`config.mk`:
```
export PLATFORM = sky130hd
export DESIGN_NAME = seq_shift_unit
export DESIGN_NICKNAME = d
export VERILOG_FILES = /design/src/rtl/seq_shift_unit.sv
export SDC_FILE = /design/constraint.sdc
export NUM_CORES = 1
export LEC_CHECK = 0
export CAP_MARGIN = 20
export CORE_MARGIN = 2
export CORE_UTILIZATION = 49
export DETAILED_ROUTE_END_ITERATION = 6
export PLACE_DENSITY = 0.83
export SYNTH_ARGS = -nofsm -noshare
export SYNTH_HDL_FRONTEND = slang
export SYNTH_SLANG_ARGS = --single-unit
```
`constraint.sdc`:
```
create_clock -name CLK_SHIFT -period 2.05 [get_ports CLK_SHIFT]
set_input_delay 0.5125 -clock CLK_SHIFT [delete_from_list [all_inputs] [get_ports CLK_SHIFT]]
set_output_delay 0.5125 -clock CLK_SHIFT [all_outputs]
set_load 0.005 [all_outputs]
```
`src/rtl/seq_shift_unit.sv`:
```
// Multi-cycle barrel-free shifter: one bit per clock for LSL/LSR/ASR/ROR.
// Result and carry are registered and held until the next operation ends.
module seq_shift_unit #(
  parameter int DATA_width  = 16,
  parameter int SHAMT_width = 5
) (
  input  logic                   CLK_SHIFT,
  input  logic                   RST_SHIFT,
  input  logic [DATA_width-1:0]  A_IN_SHIFT,
  input  logic [DATA_width-1:0]  B_IN_SHIFT,
  input  logic                   SEL_B,
  input  logic [SHAMT_width-1:0] SHAMT,
  input  logic [1:0]             ALU_FUN_SHIFT,
  input  logic                   Shift_EN,
  output logic                   BUSY,
  output logic                   SHIFT_FLAG,
  output logic [DATA_width-1:0]  SHIFT_OUT,
  output logic                   CARRY_OUT
);

  typedef enum logic [1:0] {
    S_IDLE  = 2'd0,
    S_SHIFT = 2'd1,
    S_DONE  = 2'd2
  } state_e;

  localparam logic [1:0] M_LSL = 2'b00;
  localparam logic [1:0] M_LSR = 2'b01;
  localparam logic [1:0] M_ASR = 2'b10;
  localparam logic [1:0] M_ROR = 2'b11;

  state_e                 state_q, state_d;
  logic [DATA_width-1:0]  work_q, work_d;
  logic [SHAMT_width-1:0] cnt_q, cnt_d;
  logic [1:0]             mode_q, mode_d;
  logic                   carry_q, carry_d;
  logic [DATA_width-1:0]  out_q, out_d;
  logic                   cout_q, cout_d;

  logic [DATA_width-1:0]  step_val;
  logic                   step_c;
  logic [DATA_width-1:0]  op_sel;

  assign op_sel = SEL_B ? B_IN_SHIFT : A_IN_SHIFT;

  // One-bit step of the working register in the captured mode
  always_comb begin
    step_val = work_q;
    step_c   = work_q[0];
    case (mode_q)
      M_LSL: begin
        step_val = {work_q[DATA_width-2:0], 1'b0};
        step_c   = work_q[DATA_width-1];
      end
      M_LSR: step_val = {1'b0, work_q[DATA_width-1:1]};
      M_ASR: step_val = {work_q[DATA_width-1], work_q[DATA_width-1:1]};
      M_ROR: step_val = {work_q[0], work_q[DATA_width-1:1]};
      default: step_val = work_q;
    endcase
  end

  always_comb begin
    state_d = state_q;
    work_d  = work_q;
    cnt_d   = cnt_q;
    mode_d  = mode_q;
    carry_d = carry_q;
    out_d   = out_q;
    cout_d  = cout_q;
    unique case (state_q)
      S_IDLE: begin
        if (Shift_EN) begin
          work_d  = op_sel;
          cnt_d   = SHAMT;
          mode_d  = ALU_FUN_SHIFT;
          carry_d = 1'b0;
          if (SHAMT == '0) begin
            state_d = S_DONE;
            out_d   = op_sel;
            cout_d  = 1'b0;
          end else begin
            state_d = S_SHIFT;
          end
        end
      end
      S_SHIFT: begin
        work_d  = step_val;
        carry_d = step_c;
        cnt_d   = cnt_q - SHAMT_width'(1);
        if (cnt_q == SHAMT_width'(1)) begin
          state_d = S_DONE;
          out_d   = step_val;
          cout_d  = step_c;
        end
      end
      S_DONE: state_d = S_IDLE;
      default: state_d = S_IDLE;
    endcase
  end

  always_ff @(posedge CLK_SHIFT) begin
    if (!RST_SHIFT) begin
      state_q <= S_IDLE;
      work_q  <= '0;
      cnt_q   <= '0;
      mode_q  <= '0;
      carry_q <= 1'b0;
      out_q   <= '0;
      cout_q  <= 1'b0;
    end else begin
      state_q <= state_d;
      work_q  <= work_d;
      cnt_q   <= cnt_d;
      mode_q  <= mode_d;
      carry_q <= carry_d;
      out_q   <= out_d;
      cout_q  <= cout_d;
    end
  end

  assign BUSY       = (state_q != S_IDLE);
  assign SHIFT_FLAG = (state_q == S_DONE);
  assign SHIFT_OUT  = out_q;
  assign CARRY_OUT  = cout_q;

endmodule
```
==> flow_metrics.py <==
# Flow results
metrics = {
    "yosys": {
        "yosys_warnings": 0,
        "yosys-top-cells-count": "a21oi_1, dfxtp_1, nand2_1",
        "synth_cell_types": 46,
        "ys_ff": 42,
        "xor_share_pct": 0.363,
        "ys_seq_share_pct": 34.9,
        "edf_count": 0,
        "async_reset_ff_share_pct": 0,
        "syn_inst": 278,
        "synth_top_cell_by_area": "dfxtp_1",
        "avgSynthCellArea_sq_um": 8.68,
        "ff_type": "dfxtp_1",
        "syn_nets": 323,
        "netlist_logic_family_top": "AND-OR/OR-AND gates",
        "simple_gate_area_share_pct": 13.8,
        "syn_area_sq_um": 2410,
        "synth_chip_area_sq_um": 2410,
        "ys_cells": 278,
        "synthAoiAreaFrac_pct": 24.3,
        "ys_sh_mux_pct": 18.6,
    },
    "layout": {
        "area_growth_pct": 33.5,
        "diodes": 0,
        "drive_above_1_share_pct": 15.2,
    },
    "clock_tree": {
        "postCtsSetupRepairBufs": 0,
        "numCtsBuffers": 5,
        "cts_resized": 2,
        "cts_hold_buf": 0,
        "clkTransAtPathRegs_ns": 0.08,
    },
    "power": {
        "pwr-share-comb_pct": 33.2,
        "p_leak_nw": 1.22,
        "netSwitchingPower_w": 0.000749,
        "p_total_w": 0.00234,
        "powerDensity_nw_per_um2": 728,
    },
    "worst_setup_path": {
        "critPathMaxFanout": 10,
        "critPathKind": "in2reg",
        "critPathRequiredTime_ns": 2.28,
        "cp_slowest_stage_delay_ns": 0.56,
        "critical_path.endpoint": "SHIFT_OUT[14]",
        "cp-start-kind": "input pin",
        "crit_path_top_delay_cell": "or4_4",
        "crit_start": "SHAMT[0]",
        "cp.arrival_ns": 2.21,
        "ff2ff_path_depth": 7,
        "crit_path_end_kind": "flop",
        "reg2reg_from": "cnt_q[1]",
    },
    "timing": {
        "fin_crit_sh_pct": 97.0,
        "tightest_slew_ns": 0.483,
        "hold_ws_ns": 0.460,
        "hold_viol": 0,
        "period_needed_ns": 1.99,
        "slew-limit-headroom_pct": 67.7,
        "drv_slew": 0,
    },
    "floorplan": {
        "fp_util_pct": 51.1,
        "rows": 25,
        "core_area_sq_um": 4720,
        "die_area_sq_um": 5500,
        "io-pin-count": 62,
    },
    "placed_design": {
        "io_buffers": 61,
        "placed_cells": 401,
        "dpl_cell_area_sq_um": 3120,
    },
    "detailed_routing": {
        "postRouteAntennaNets": 0,
        "dr.pass1.iters": 4,
        "drt_iter0_drc": 102,
        "vias_per_cell": 5.52,
        "route.detailed.drc": 0,
    },
    "grt": {
        "antenna_found_initial": 0,
        "grt_pass1_wl_um": 9650,
    },
    "min_path": {
        "hp-start": "SHIFT_OUT[12]",
        "worstHoldPathType": "reg2reg",
    },
    "status": {
        "outcome": "finished, final reports clean",
    },
}
metal layers:
| metal | share of wire (%) | wire length (um) | GRT usage [%] |
|---|---|---|---|
| met3 | 4.2 | 242 | 5.15 |
| met1 | 43 | 2480 | 25.8 |
| met5 | 0 | 0 | 0 |
| met4 | 1.1 | 65 | 6.26 |
| met2 | 51 | 2920 | 40.8 |
worst max-delay path: cells and delay by family:
| kind | cells | cell delay, ns |
|---|---|---|
| compound gates | 1 | 0.24 |
| buf+inv | 2 | 0.58 |
| simple gates | 2 | 0.69 |
| mux | 1 | 0.19 |
power by group through the flow:
stage / Combinational (W) / Clock, W / Sequential [W]
after floorplan: 0.000512 / 0 / 0.000988
after CTS: 0.000776 / 0.000583 / 0.000995
final: 0.000778 / 0.000569 / 0.000996
after detailed placement: 0.000771 / 0 / 0.00101
after global routing: 0.000857 / 0.000604 / 0.00101
after global placement: 0.000755 / 0 / 0.00101
flip-flops by register name (all words and copies together) (netlist names):
signal	flops
CARRY_OUT	1
SHIFT_OUT	16
cnt_q	5
mode_q	2
state_q	2
work_q	16
cells by family after synthesis:
kind of cell,after synthesis
DFF,42
AOI/OAI and AO/OA,96
buffers and inverters,25
adders and majority gates,2
xor gates and xnor gates,1
and+or+nand+nor,69
muxes,43
cell type report:
cell class                 instances  area [sq um]
clock buffer                       6          82.6
clock inverter                     2          12.5
sequential                        42           842
fill                             380          1500
tap                               67          83.8
inverter                           4          15.0
timing repair buffer              77           768
multi-input combinational        211          1420
cells in the final DEF, fill, tap and decap left out, types with 6 or more instances in the layout:
cell type,Yosys,final
nand2_1,37,37
clkbuf_8,4,6
o21ai_0,23,22
a21oi_1,42,42
nor2_1,12,11
clkdlybuf4s50_1,0,61
dfxtp_1,42,41
buf_4,1,13
mux2_2,14,14
o211ai_1,9,9
mux2i_1,29,29
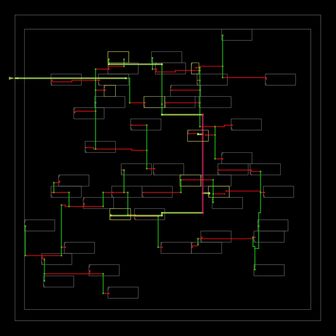
Fig. 1. The clock network.
seq_cells: 42
clk_skew: 0.00928 ns
# clock sinks: 42
clk_lat worst skew: 0.30 ns

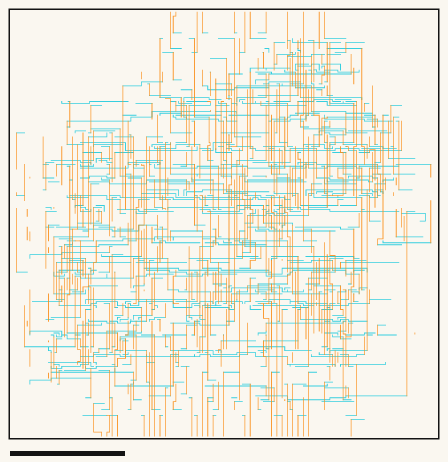
Fig. 2. Metal layers overlaid.
Bar = 20 um. Two of the layers only.
Key: orange = metal 2 [wire length 2920 um]; cyan = metal 1 [wire length 2480 um]
Post-Route WL: 5710 um
routed vias: 2259
WL/cell: 14.0 um
GRT Util Overall: 22.2%

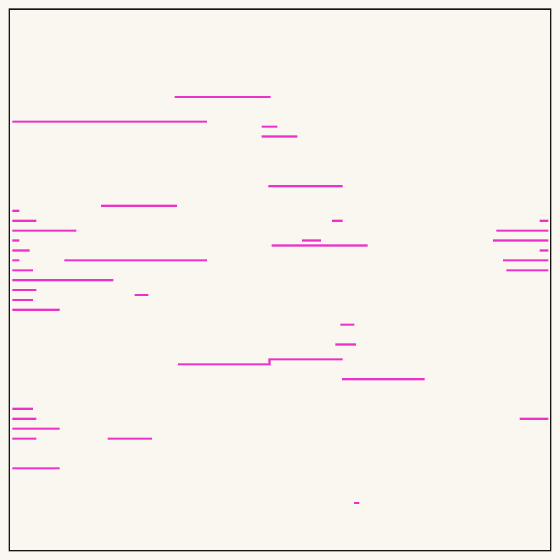
Fig. 3. Metal 3.
The layer carries 242 um of wire. The wires run mostly horizontal. The longest straight run is 26.4 um. The layer holds 4.2% of the routed length.
met3 Usage GRT: 5.15%

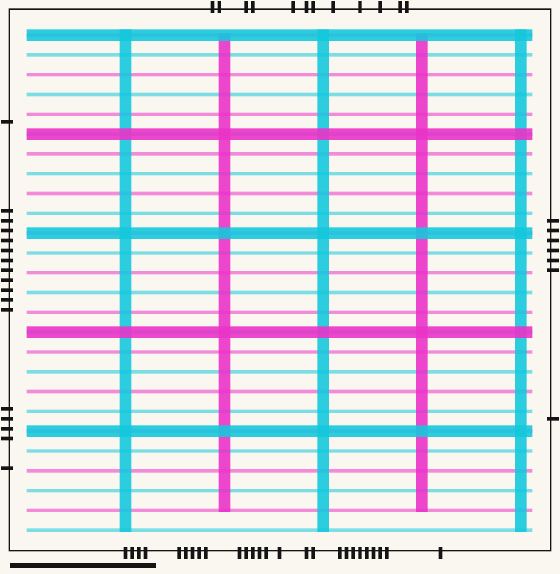
Fig. 4. PDN straps and rails.
Bar = 20 um. Pins as bars on the die edge.
Key: cyan = VSS; magenta = VDD
5 straps on met4. 5 straps on met5.
DIE WIDTH: 74.2 um
maximum vdd drop: 0.358 mV

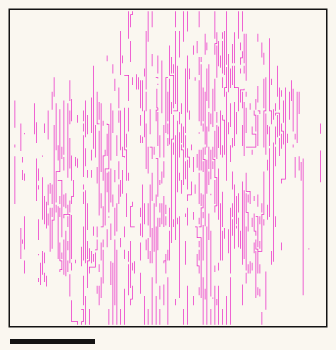
Fig. 5. Metal 2.
Bar = 20 um.
331 nets have wire on it. The longest straight run is 32.0 um. The layer holds 51% of the routed length.
met2 usage: 40.8%

Power and IR drop assume default switching activity.
